$ cat config.mk
export PLATFORM = sky130hd
export DESIGN_NAME = spram_arbiter
export DESIGN_NICKNAME = d
export VERILOG_FILES = /design/src/rtl/spram_arbiter.sv
export SDC_FILE = /design/constraint.sdc
export NUM_CORES = 1
export LEC_CHECK = 0
export CAP_MARGIN = 15
export CORE_MARGIN = 2
export CORE_UTILIZATION = 28
export DETAILED_ROUTE_END_ITERATION = 6
export PLACE_DENSITY = 0.82
export SYNTH_ARGS = -nofsm -noshare
export SYNTH_HDL_FRONTEND = slang
export SYNTH_SLANG_ARGS = --single-unit
$ cat constraint.sdc
create_clock -name clk -period 1.8 [get_ports clk]
set_input_delay 0.18 -clock clk [delete_from_list [all_inputs] [get_ports clk]]
set_output_delay 0.18 -clock clk [all_outputs]
set_load 0.01 [all_outputs]
$ cat src/rtl/spram_arbiter.sv
// Two-port round-robin front end for a single iCE40 SPRAM macro (16K x 16).
// Adds idle-driven STANDBY entry and a timed wake-up sequence.
module spram_arbiter #(
  parameter int IDLE_CYCLES = 64,
  parameter int WAKE_CYCLES = 3,
  parameter int CNT_W       = 8
) (
  input  logic        clk,
  input  logic        resetn,

  input  logic        a_valid,
  output logic        a_ready,
  input  logic        a_write,
  input  logic [13:0] a_addr,
  input  logic [15:0] a_wdata,
  input  logic [3:0]  a_mask,
  output logic        a_rsp_valid,
  output logic [15:0] a_rsp_data,

  input  logic        b_valid,
  output logic        b_ready,
  input  logic        b_write,
  input  logic [13:0] b_addr,
  input  logic [15:0] b_wdata,
  input  logic [3:0]  b_mask,
  output logic        b_rsp_valid,
  output logic [15:0] b_rsp_data,

  output logic [13:0] ram_address,
  output logic [15:0] ram_datain,
  output logic [3:0]  ram_maskwren,
  output logic        ram_wren,
  output logic        ram_chipselect,
  output logic        ram_standby,
  output logic        ram_sleep,
  output logic        ram_poweroff,
  input  logic [15:0] ram_dataout,

  output logic [1:0]  state_dbg
);

  typedef enum logic [1:0] {
    ST_ACTIVE  = 2'd0,
    ST_STANDBY = 2'd1,
    ST_WAKE    = 2'd2
  } state_t;

  localparam logic [CNT_W-1:0] IDLE_LIMIT = CNT_W'(IDLE_CYCLES);
  localparam logic [CNT_W-1:0] WAKE_LIMIT = CNT_W'(WAKE_CYCLES);

  state_t            state_q, state_d;
  logic [CNT_W-1:0]  cnt_q, cnt_d;
  logic [CNT_W-1:0]  cnt_inc;
  logic              last_b_q, last_b_d;
  logic              a_rsp_valid_q, a_rsp_valid_d;
  logic              b_rsp_valid_q, b_rsp_valid_d;
  logic              grant_a, grant_b;
  logic              any_valid;

  // Handshake: a command transfers in any cycle where x_valid && x_ready are both
  // high; the requester holds valid and all fields stable until that happens, and
  // ready is only ever raised in ACTIVE, for at most one requester per cycle.

  assign any_valid = a_valid | b_valid;
  assign cnt_inc   = cnt_q + 1'b1;

  always_comb begin
    grant_a = 1'b0;
    grant_b = 1'b0;
    if (state_q == ST_ACTIVE) begin
      if (a_valid && b_valid) begin
        grant_a = last_b_q;
        grant_b = !last_b_q;
      end else begin
        grant_a = a_valid;
        grant_b = b_valid;
      end
    end
  end

  // State register
  always_ff @(posedge clk or negedge resetn) begin
    if (!resetn) begin
      state_q       <= ST_ACTIVE;
      cnt_q         <= '0;
      last_b_q      <= 1'b1;
      a_rsp_valid_q <= 1'b0;
      b_rsp_valid_q <= 1'b0;
    end else begin
      state_q       <= state_d;
      cnt_q         <= cnt_d;
      last_b_q      <= last_b_d;
      a_rsp_valid_q <= a_rsp_valid_d;
      b_rsp_valid_q <= b_rsp_valid_d;
    end
  end

  // Next-state logic
  always_comb begin
    state_d  = state_q;
    cnt_d    = cnt_q;
    last_b_d = last_b_q;
    case (state_q)
      ST_ACTIVE: begin
        if (any_valid) begin
          cnt_d = '0;
        end else if (IDLE_CYCLES != 0) begin
          cnt_d = cnt_inc;
          if (cnt_inc == IDLE_LIMIT) begin
            state_d = ST_STANDBY;
          end
        end
        if (grant_a) last_b_d = 1'b0;
        if (grant_b) last_b_d = 1'b1;
      end
      ST_STANDBY: begin
        if (any_valid) begin
          state_d = ST_WAKE;
          cnt_d   = '0;
        end
      end
      ST_WAKE: begin
        cnt_d = cnt_inc;
        if (cnt_inc == WAKE_LIMIT) begin
          state_d = ST_ACTIVE;
          cnt_d   = '0;
        end
      end
      default: begin
        state_d = ST_ACTIVE;
        cnt_d   = '0;
      end
    endcase
    // SPRAM output register makes read data visible exactly one cycle after accept.
    a_rsp_valid_d = grant_a && !a_write;
    b_rsp_valid_d = grant_b && !b_write;
  end

  // Output logic
  always_comb begin
    a_ready        = grant_a;
    b_ready        = grant_b;
    ram_chipselect = grant_a | grant_b;
    ram_wren       = (grant_a & a_write) | (grant_b & b_write);
    ram_address    = grant_b ? b_addr  : a_addr;
    ram_datain     = grant_b ? b_wdata : a_wdata;
    ram_maskwren   = grant_b ? b_mask  : a_mask;
    ram_standby    = (state_q == ST_STANDBY);
    ram_sleep      = 1'b0;
    ram_poweroff   = 1'b1;
    state_dbg      = state_q;
  end

  assign a_rsp_valid = a_rsp_valid_q;
  assign b_rsp_valid = b_rsp_valid_q;
  assign a_rsp_data  = ram_dataout;
  assign b_rsp_data  = ram_dataout;

endmodule

==> flow_metrics.rpt, run 1 <==
FLOW METRICS REPORT
----------------------------------------------------
[Run status]
  Outcome ........................ finished with violations
  Failing checks ........................ negative setup slack

[STA]
  Fmax ........................ 506 MHz
  Setup WS post-layout ........................ -175 ps
  Share of the cycle needed by the critical path after routing ........................ 1.10
  Hold Violations, Final ........................ 0
  Unrepaired setup endpoints after global routing ........................ yes
  Worst slew margin relative to its limit ........................ 0.602
  Final setup viols ........................ 35

[CTS]
  Hold bufs inserted after CTS ........................ 0
  Number of buffers created by CTS ........................ 3
  Clock tree from TritonCTS ........................ built
  Root cell of the clock tree ........................ sky130_fd_sc_hd__clkbuf_8
  Sinks on the clock net ........................ 13

[Synth]
  Tally of yosys warning messages ........................ 0
  Cell count listed in synth_stat.txt ........................ ~160
  Synthesized area ........................ 1470 µm²
  Post-synthesis sequential area ratio ........................ 0.222
  Main area contributors ........................ sky130_fd_sc_hd__mux2_2 (26%), sky130_fd_sc_hd__dfrtp_1 (20%), sky130_fd_sc_hd__buf_4 (19%), sky130_fd_sc_hd__o21ai_0 (3.4%), sky130_fd_sc_hd__ha_1 (2.6%)

[Worst setup path]
  Worst Path Arrival ........................ about 1800 ps
  Req. time, crit path ........................ approximately 1600 ps
  Critical path start-end classification ........................ reg -> out
  CP dominant cell by count ........................ sky130_fd_sc_hd__buf_6
  Critical path peak fanout ........................ 9

[Final layout]
  Final net count ........................ between 300 and 400
  Leading cell type in the layout, fill and taps excluded ........................ sky130_fd_sc_hd__clkdlybuf4s50_1
  Synthesis-to-layout area growth ........................ 99.7%

[Global routing]
  Global route total overflow ........................ 0
  Largest net degree at the start of global routing ........................ 14
  Initial antenna violation count ........................ 0

[Detailed routing]
  Initial DRT Pass Iterations ........................ 4
  DR vias/cell ........................ roughly 4.7

[Power and ir drop]
  Worst VDD drop ........................ roughly 0.26 mV
  Total Power ........................ 1930 µW

[Placement]
  Number of port buffers ........................ 116
  DP Worst Slack ........................ -415 ps

[Flow run]
  Tool warning count ........................ 30

[Die]
  Top-level port count ........................ around 170

----------------------------------------------------
-- run 1: state kept, by name, indices dropped and copies added (netlist names) --
signal	cells
cnt_q	8
a_rsp_valid	1
b_rsp_valid	1
state_dbg	2
last_b_q	1
-- run 1: metrics by stage --
step	std cells	setup TNS (ps)	utilization	hold slack (ps)
2_1_floorplan	160	0	-	-116
3_3_place_gp	317	-12500	0.497	360
3_5_place_dp	317	-13230	0.497	360
4_1_cts	333	-5110	0.571	334
6_report	335	-4260	0.579	313
5_1_grt	335	-7510	0.579	360
-- run 1: where the power goes --
group	internal [µW]	total (µW)	switching, µW
combinational	819	1290	476
clock	156	261	105
sequential	331	372	41.1
total	1310	1930	623
-- run 1: cell type report --
| cell class | count | area (µm²) | share of cell area |
|---|---|---|---|
| Sequential cell | 13 | 333 | 0.113 |
| Inverter | 4 | 15.0 | 0.00511 |
| Multi-Input combinational cell | 101 | 968 | 0.330 |
| Timing Repair Buffer | 143 | 1490 | 0.507 |
| Clock buffer | 4 | 45.0 | 0.0153 |
| Tap cell | 70 | 87.6 | 0.0298 |
-- run 1: routing by layer --
layer  track usage  vias to the layer above  part of all wire
met1         0.239                      759              0.41
met4        0.0400                        0            0.0070
met5             0                        -                 0
li1              -                      739                 -
met2         0.354                       89              0.53
met3        0.0344                        4             0.052
-- run 1: cell families after synthesis --
logic type,count (synthesis),synth area share
buffers and inverters,46,0.221
muxes,35,0.268
and+or+nand+nor,33,0.115
AOI/OAI and AO/OA,26,0.132
DFF,13,0.222
adders and majority gates,3,0.0255
other,2,0.00510
xor gates and xnor gates,2,0.0119
-- run 1: repair_timing --
| action | in CTS | in global routing |
|---|---|---|
| gates cloned | 3 | 0 |
| setup buffers | 11 | 5 |
| hold endpoints to repair | 0 | 0 |
| pin swaps | 3 | 1 |
| setup endpoints to repair | 38 | 39 |
| gates resized | 229 | 15 |
-- run 1: worst paths after layout --
kind                       depth (start not counted)  slack (ps)           start        endpoint
min                                                1         310          resetn        cnt_q[6]
max in group asynchronous                          1        1060          resetn        cnt_q[2]
min reg2reg                                        1         530        cnt_q[7]        cnt_q[7]
max reg2reg                                        7          80        cnt_q[0]        cnt_q[0]
min in group clk                                   0         360  ram_dataout[7]   b_rsp_data[7]
max                                                7        -180    state_dbg[1]  ram_datain[11]
-- run 1: Yosys cell counts (2+ instances only) --
cell type                   n
sky130_fd_sc_hd__buf_2      2
sky130_fd_sc_hd__o21ai_0   10
sky130_fd_sc_hd__and3_1     2
sky130_fd_sc_hd__o41ai_1    2
sky130_fd_sc_hd__buf_4     38
sky130_fd_sc_hd__conb_1     2
sky130_fd_sc_hd__dfrtp_1   12
sky130_fd_sc_hd__a21oi_1    2
sky130_fd_sc_hd__ha_1       3
sky130_fd_sc_hd__nand3_1    3
sky130_fd_sc_hd__inv_1      4
sky130_fd_sc_hd__nor2_1    10
sky130_fd_sc_hd__nor2b_1    3
sky130_fd_sc_hd__o31ai_1    3
sky130_fd_sc_hd__nand2_1    6
sky130_fd_sc_hd__mux2_2    34
sky130_fd_sc_hd__nand2b_1   2
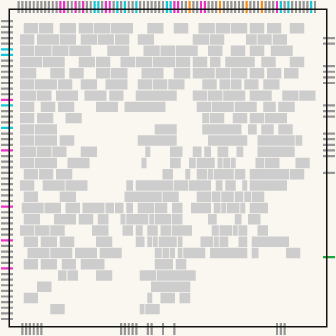
Run 1: I/O pins on the die edge
Pins as bars across the die edge, other pins in grey.
a_mask: drawn in orange, pins 4, direction input, edge top. resetn: drawn in green, pins 1, direction input, edge right. ram_datain: drawn in magenta, pins 16, direction output, edge 11 top, 5 left. b_addr: drawn in cyan, pins 14, direction input, edge 10 top, 4 left.

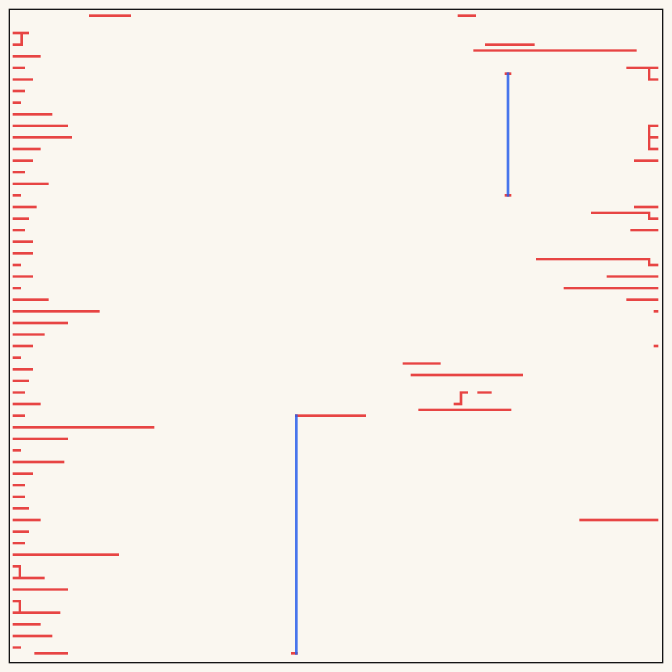
Run 1: routed metal, one colour a layer
Two of the layers only.
metal 4: drawn in blue, wire length 42.2 µm. metal 3: drawn in red, wire length 315 µm.
total global routing track utilization: 0.194
WL final: 5.99 mm
WL per Instance: 17.9 µm
number of vias in the routed layout: 1591

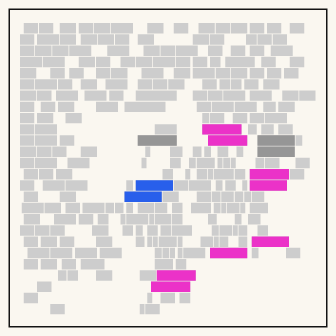
Run 1: where the registers sit
Other sequential cells in the stronger grey, the rest of the logic in the fainter grey.
state_dbg: drawn in blue, placed flops 2. cnt_q: drawn in magenta, placed flops 8.
Another 3 sequential cells are not coloured.

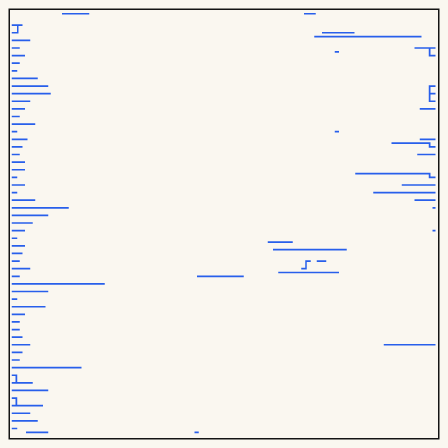
Run 1: signal wires on met3
The longest straight run is 18.9 µm. 70 nets have wire on it. The layer holds 5.3% of the routed length.
global routing met3 resource utilization: 0.0344

## Run 2: what changed since run 1
SLEW_MARGIN = 40   (was default)
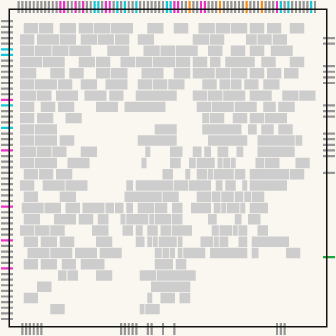
Run 2: I/O pins on the die edge
Pins as bars across the die edge, other pins in grey.
ram_datain: drawn in magenta, pins 16, direction output, edge 11 top, 5 left. a_mask: drawn in orange, pins 4, direction input, edge top. b_addr: drawn in cyan, pins 14, direction input, edge 10 top, 4 left. resetn: drawn in green, pins 1, direction input, edge right.
All pins by edge: 79 top, 54 left, 18 bottom, 16 right.
chip width: 76.5 µm
vertical die dimension: 76.5 µm
number of port buffers: 116

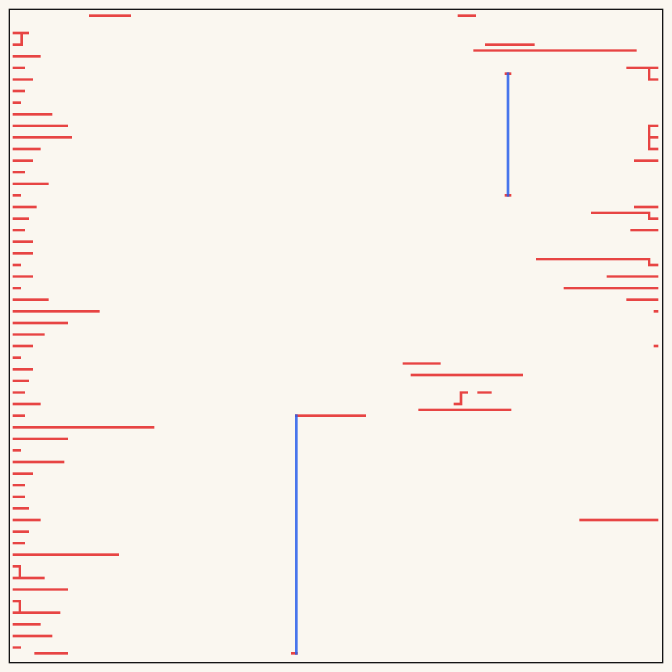
Run 2: routed metal, one colour a layer
Two of the layers only.
metal 3: drawn in red, wire length 315 µm. metal 4: drawn in blue, wire length 42.2 µm.

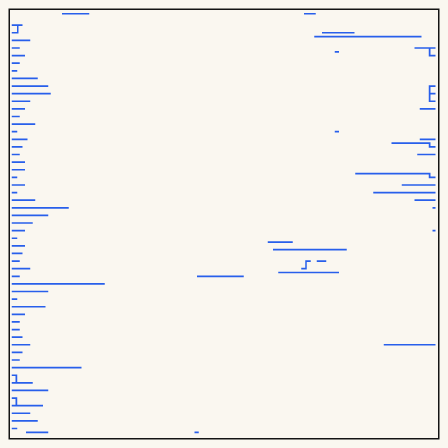
Run 2: signal wires on met3
The wires run mostly horizontal. The layer holds 5.3% of the routed length. The longest straight run is 18.9 µm.

==> run 2 against run 1 <==
The run still ends with negative setup slack left. First-iteration DRC count stayed put. Wire length stayed put. Maximum frequency stayed put. Power stayed put. Clock power hardly changed. Combinational power hardly changed. Sequential power hardly changed. Synthesized cell count stayed put. Cell area stayed put. Worst setup slack stayed put. Largest cell class unchanged. Flip-flop count stayed put.
==> flow_metrics.rpt, run 2 <==
FLOW METRICS REPORT
----------------------------------------------------
[Run status]
  Outcome ........................ finished with violations
  Failing checks ........................ negative setup slack

[STA]
  Final setup viols ........................ 35 (unchanged)
  Hold Violations, Final ........................ 0 (unchanged)
  Worst slew margin relative to its limit ........................ 0.602 (unchanged)
  Setup WS post-layout ........................ -175 ps (unchanged)

[Synth]
  List of most frequent post-synthesis cells ........................ sky130_fd_sc_hd__buf_4 (38), sky130_fd_sc_hd__mux2_2 (34), sky130_fd_sc_hd__dfrtp_1 (12)
  Post-synthesis sequential area ratio ........................ 0.222 (unchanged)
  Tally of yosys warning messages ........................ 0 (unchanged)
  Dominant cell by count in the synthesized netlist ........................ sky130_fd_sc_hd__buf_4
  Main area contributors ........................ sky130_fd_sc_hd__mux2_2 (26%), sky130_fd_sc_hd__dfrtp_1 (20%), sky130_fd_sc_hd__buf_4 (19%), sky130_fd_sc_hd__o21ai_0 (3.4%), sky130_fd_sc_hd__ha_1 (2.6%)
  Cell count listed in synth_stat.txt ........................ 160 (unchanged)

[Detailed routing]
  Number of vias in the routed layout ........................ 1591 (unchanged)
  DR vias/cell ........................ 4.75 (unchanged)
  Initial DRT Pass Iterations ........................ 4 (unchanged)

[Global routing]
  Initial antenna violation count ........................ 0 (unchanged)
  Largest net degree at the start of global routing ........................ 14 (unchanged)
  Global route total overflow ........................ 0 (unchanged)

[Worst setup path]
  Critical path start-end classification ........................ reg -> out
  Req. time, crit path ........................ 1620 ps (about the same)
  Worst Path Arrival ........................ 1800 ps (about the same)

[Power and ir drop]
  Worst VDD drop ........................ 0.258 mV (unchanged)
  Total Power ........................ 1930 µW (unchanged)

[CTS]
  Root cell of the clock tree ........................ sky130_fd_sc_hd__clkbuf_8
  Number of buffers created by CTS ........................ 3 (unchanged)
  Sinks on the clock net ........................ 13 (unchanged)

[Flow run]
  Tool warning count ........................ 30 (unchanged)

[Final layout]
  Leading cell type in the layout, fill and taps excluded ........................ sky130_fd_sc_hd__clkdlybuf4s50_1
  Synthesis-to-layout area growth ........................ 99.7% (unchanged)
  Fraction of the core area covered by cells at the end of the flow ........................ 0.579 (unchanged)

----------------------------------------------------
[run 2: critical path: stages (launching register included)]
cell and delay, ps:
sky130_fd_sc_hd__dfrtp_1 410, sky130_fd_sc_hd__nor2_4 140, sky130_fd_sc_hd__nand2_2 70, sky130_fd_sc_hd__a21oi_4 170
sky130_fd_sc_hd__buf_6 160, sky130_fd_sc_hd__buf_16 150, sky130_fd_sc_hd__mux2_4 320, sky130_fd_sc_hd__buf_6 120
[run 2: where the power goes]
group | internal (µW) | total, µW | switching (µW)
clock network | 156 | 261 | 105
logic | 819 | 1290 | 476
registers | 331 | 372 | 41.1
[run 2: layer usage]
metal  wire (µm)  GRT usage
met1        2480      0.239
met2        3150      0.354
met3         314     0.0344
met4          42     0.0400
met5           0          0
[run 2: final timing paths]
| path | start | to | slack, ps | depth (start not counted) |
|---|---|---|---|---|
| min in group clk | ram_dataout[7] | b_rsp_data[7] | 360 | 0 |
| min reg2reg | cnt_q[7] | cnt_q[7] | 530 | 1 |
| max | state_dbg[1] | ram_datain[11] | -180 | 7 |
| max in group asynchronous | resetn | cnt_q[2] | 1060 | 1 |
| max reg2reg | cnt_q[0] | cnt_q[0] | 80 | 7 |
| min | resetn | cnt_q[6] | 310 | 1 |
[run 2: final cells by class]
| class | instances | area, µm² | share of cell area |
|---|---|---|---|
| tap | 70 | 87.6 | 0.0298 |
| multi-input combinational | 101 | 968 | 0.330 |
| sequential | 13 | 333 | 0.113 |
| timing repair buffer | 143 | 1490 | 0.507 |
| inverter | 4 | 15.0 | 0.00511 |
| clock buffer | 4 | 45.0 | 0.0153 |
[run 2: timing repair]
action	CTS	global route
pin swaps	3	1
gates resized	229	15
buffers inserted	11	5
hold buffers	0	0
gates cloned	3	0
setup endpoints to repair	38	39
[run 2: stage by stage]
stage	cells	setup WS, ps	area, µm²
after floorplan	160	22.8	1470
after global placement	317	-382	2520
after detailed placement	317	-415	2520
after CTS	333	-238	2900
after global routing	335	-265	2940
final	335	-175	2940
[run 2: logic make-up (layout without fill, tap and decap cells)]
family	count (synthesis)	in the layout	synth area share
DFF	13	13	0.222
and+or+nand+nor	33	33	0.115
AOI/OAI and AO/OA	26	26	0.132
xor gates and xnor gates	2	2	0.0119
adders and majority gates	3	3	0.0255
buffers and inverters	46	151	0.221
muxes	35	35	0.268
other	2	2	0.00510
## Run 3: what changed since run 2
--- a/config.mk
+++ b/config.mk
@@ -7,7 +7,6 @@
 export LEC_CHECK = 0
-export CAP_MARGIN = 15
 export CORE_MARGIN = 2
-export CORE_UTILIZATION = 28
+export CORE_UTILIZATION = 25
 export DETAILED_ROUTE_END_ITERATION = 6
-export PLACE_DENSITY = 0.82
+export PLACE_DENSITY = 0.78
 export SLEW_MARGIN = 40
==> constraint.sdc (replaced) <==
create_clock -name clk -period 1.7 [get_ports clk]
set_input_delay 0.17 -clock clk [delete_from_list [all_inputs] [get_ports clk]]
set_output_delay 0.17 -clock clk [all_outputs]
set_load 0.05 [all_outputs]
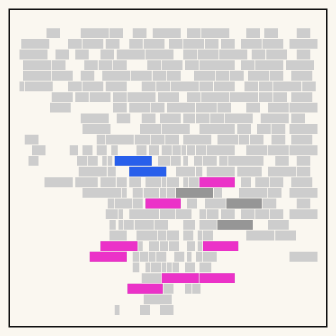
Run 3: where the registers sit
Other sequential cells in the stronger grey, the rest of the logic in the fainter grey.
cnt_q: drawn in magenta, placed flops 8, where bottom centre. state_dbg: drawn in blue, placed flops 2.
sequential portion of the cell area: 0.0985
sequential cell area: 333 µm²
fraction of the core area covered by cells at the end of the flow: 0.602
sequential-cell power consumption: 398 µW

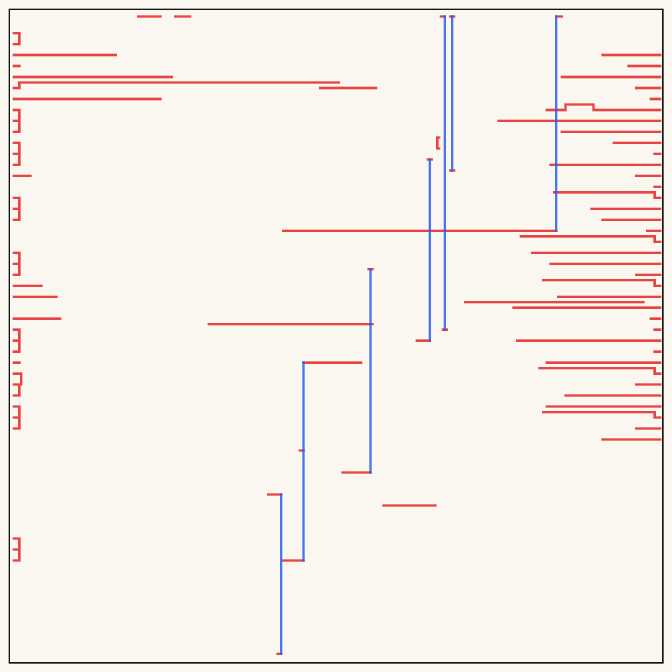
Run 3: routed metal, one colour a layer
Two of the layers only.
metal 3: drawn in red, wire length 596 µm. metal 4: drawn in blue, wire length 176 µm.

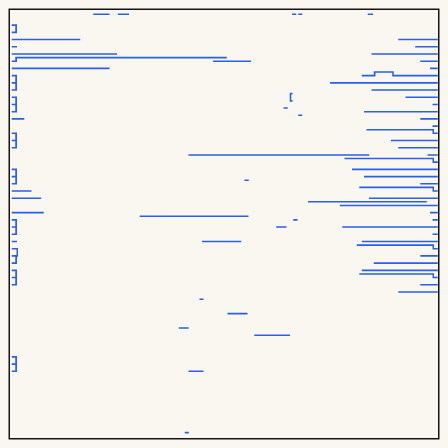
Run 3: signal wires on met3
66 nets have wire on it. The layer holds 8.9% of the routed length. The longest straight run is 39.6 µm. The layer carries 596 µm of wire.
global routing met3 resource utilization: 0.0494
WL final: 6.72 mm
number of vias in the routed layout: 1596

==> run 3 against run 2 <==
The run still ends with negative setup slack left. Sequential share of layout area decreased by 1.5 points. Worst hold slack got worse by 3.2 ps. Worst setup slack got worse by 92 ps. Register-to-register slack got worse by 170 ps. Non-clock buffer count increased by 3. Utilization increased by 2.3 points. Clock skew decreased by 2.8 ps. Critical endpoint is now ram_address[5]. Largest power group unchanged.
==> flow_metrics.rpt, run 3 <==
FLOW METRICS REPORT
----------------------------------------------------
[Run status]
  Outcome ........................ finished with violations
  Failing checks ........................ negative setup slack

[Power and ir drop]
  Total Power ........................ 2900 µW (+50%)
  Reported net switching power ........................ 1200 µW (+93%)
  Sequential Power Share ........................ 0.137 (-0.056)
  Worst VDD drop ........................ 0.405 mV (+57%)
  Share of total power in the clock network ........................ 0.098 (-0.038)
  Switching power as a share of total power ........................ 0.415 (+0.0925)

[CTS]
  Root cell of the clock tree ........................ sky130_fd_sc_hd__clkbuf_8
  Number of buffers created by CTS ........................ 3 (unchanged)
  Sinks on the clock net ........................ 13 (unchanged)

[Global routing]
  Met2 layer usage reported by global route ........................ 0.302 (-0.0523)
  Initial antenna violation count ........................ 0 (unchanged)
  GRT Max-Usage Layer ........................ met2
  Largest net degree at the start of global routing ........................ 22 (+8)
  Global routing usage on met1 ........................ 0.205 (-0.0334)

[Synth]
  Dominant cell by count in the synthesized netlist ........................ sky130_fd_sc_hd__buf_4
  Post-synthesis sequential area ratio ........................ 0.222 (unchanged)
  Cell count listed in synth_stat.txt ........................ 160 (unchanged)
  List of most frequent post-synthesis cells ........................ sky130_fd_sc_hd__buf_4 (38), sky130_fd_sc_hd__mux2_2 (34), sky130_fd_sc_hd__dfrtp_1 (12)
  Tally of yosys warning messages ........................ 0 (unchanged)
  Main area contributors ........................ sky130_fd_sc_hd__mux2_2 (26%), sky130_fd_sc_hd__dfrtp_1 (20%), sky130_fd_sc_hd__buf_4 (19%), sky130_fd_sc_hd__o21ai_0 (3.4%), sky130_fd_sc_hd__ha_1 (2.6%)

[Final layout]
  Synthesis-to-layout area growth ........................ 130%
  Share of cells above drive strength 1 ........................ 0.493
  Area of all placed cells without fillers ........................ 3380 µm² (+15%)
  Leading cell type in the layout, fill and taps excluded ........................ sky130_fd_sc_hd__clkdlybuf4s50_1
  Tally of non-filler cells in the final layout ........................ 340 (+1.5%)

[Worst setup path]
  CP top delay family ........................ buffers and inverters
  Cell breakdown of the critical path ........................ nor2_4 -> nand2_2 -> a21oi_4 -> buf_12 -> clkbuf_16 -> mux2_4 -> buf_12
  Critical path buffer and inverter count ........................ 3 (unchanged)
  Req. time, crit path ........................ 1530 ps (-90 ps)
  CP dominant cell by count ........................ sky130_fd_sc_hd__buf_12
  Critical path start-end classification ........................ reg -> out
  Slowest cell on the critical path ........................ sky130_fd_sc_hd__dfrtp_2
  Worst Path Arrival ........................ 1800 ps (about the same)
  Delay contributed by the slowest stage of the critical path ........................ 420 ps (about the same)

[Detailed routing]
  Initial DRT Pass Iterations ........................ 4 (unchanged)

[Placement]
  Number of port buffers ........................ 116 (unchanged)
  Total cell area at the placement stage ........................ 3090 µm² (+23%)
  DP Wirelength ........................ ~5 mm
  Instance count after placement with tap cells included ........................ 325 (+2.5%)
  DP Worst Slack ........................ -158 ps (+257 ps)

[STA]
  Final setup viols ........................ 37 (+5.7%)
  Unrepaired setup endpoints after global routing ........................ yes
  Worst slew margin relative to its limit ........................ 0.588 (-0.0148)
  Setup WS post-layout ........................ -267 ps (-91.8 ps)

[Die]
  Chip width ........................ 80.7 µm (+5.5%)

----------------------------------------------------
[run 3: cell counts after synthesis]
No cell type changed its count.
[run 3: final cells by class]
| type | count | area, µm² |
|---|---|---|
| Clock buffer | 4 | 45.0 |
| Fill cell | 434 | 2230 |
| Inverter | 4 | 15.0 |
| Multi-Input combinational cell | 101 | 1020 |
| Sequential cell | 13 | 333 |
| Tap cell | 72 | 90.1 |
| Timing Repair Buffer | 146 | 1870 |
[run 3: cell families (layout without fill, tap and decap cells)]
family                   Yosys count  in the layout  synth area share
AND-OR/OR-AND                     26             26             0.132
XOR/XNOR                           2              2            0.0119
adder cells (fa/ha/maj)            3              3            0.0255
buffers and inverters             46            154             0.221
flip-flops                        13             13             0.222
multiplexers                      35             35             0.268
other                              2              2           0.00510
AND/OR/NAND/NOR                   33             33             0.115
[run 3: routing by layer]
| metal | wire [µm] | vias to the layer above |
|---|---|---|
| met4 | 176 | 0 |
| met2 | 3490 | 76 |
| met3 | 595 | 15 |
| met1 | 2460 | 760 |
| met5 | 0 | - |
| li1 | - | 745 |
[run 3: what timing repair did]
action                                  in CTS  in global routing
cloned                                       0                  3
endpoints found under the setup margin      38                 39
resized                                     11                 14
hold buffers                                 0                  0
pin swaps                                    2                  7
buffers inserted                             3                  5
[run 3: through the flow]
step,hold slack (ps),utilization,setup TNS [ps]
after floorplan,-126,-,-5590
after global placement,341,0.552,-3530
after detailed placement,341,0.552,-4860
after CTS,326,0.570,-8490
after global routing,340,0.602,-10410
final,310,0.602,-8750
[run 3: final timing paths]
path | slack, ps | endpoint | startpoint | cells past startpoint
worst max-delay path | -270 | ram_address[5] | state_dbg[0] | 7
worst min-delay path | 310 | a_rsp_valid | resetn | 1
worst max register to register | -90 | state_dbg[0] | cnt_q[0] | 6
worst min register to register | 540 | cnt_q[7] | cnt_q[7] | 1
max in group asynchronous | 950 | cnt_q[1] | resetn | 1
min in group clk | 340 | a_rsp_data[11] | ram_dataout[11] | 0
[run 3: power by group through the flow]
stage	clock network (µW)	logic, µW	registers (µW)
finish	283	2220	398
global route	308	2280	402
CTS	284	2040	387
detailed placement	0	1970	395
global placement	0	1940	391
floorplan	0	1240	432

==> gallery <==
Congestion heat map.
Plate I
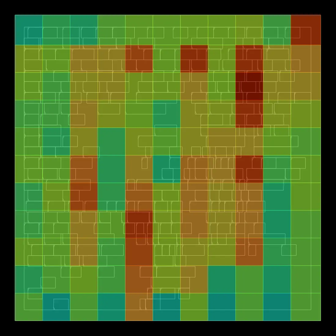
Plate II
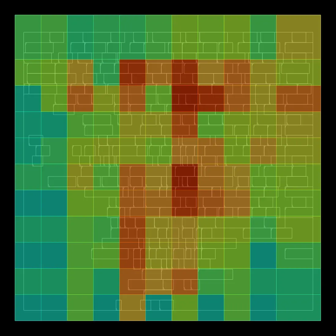
- Plate I = run 1
- Plate II = run 3

Power and IR drop assume default switching activity.
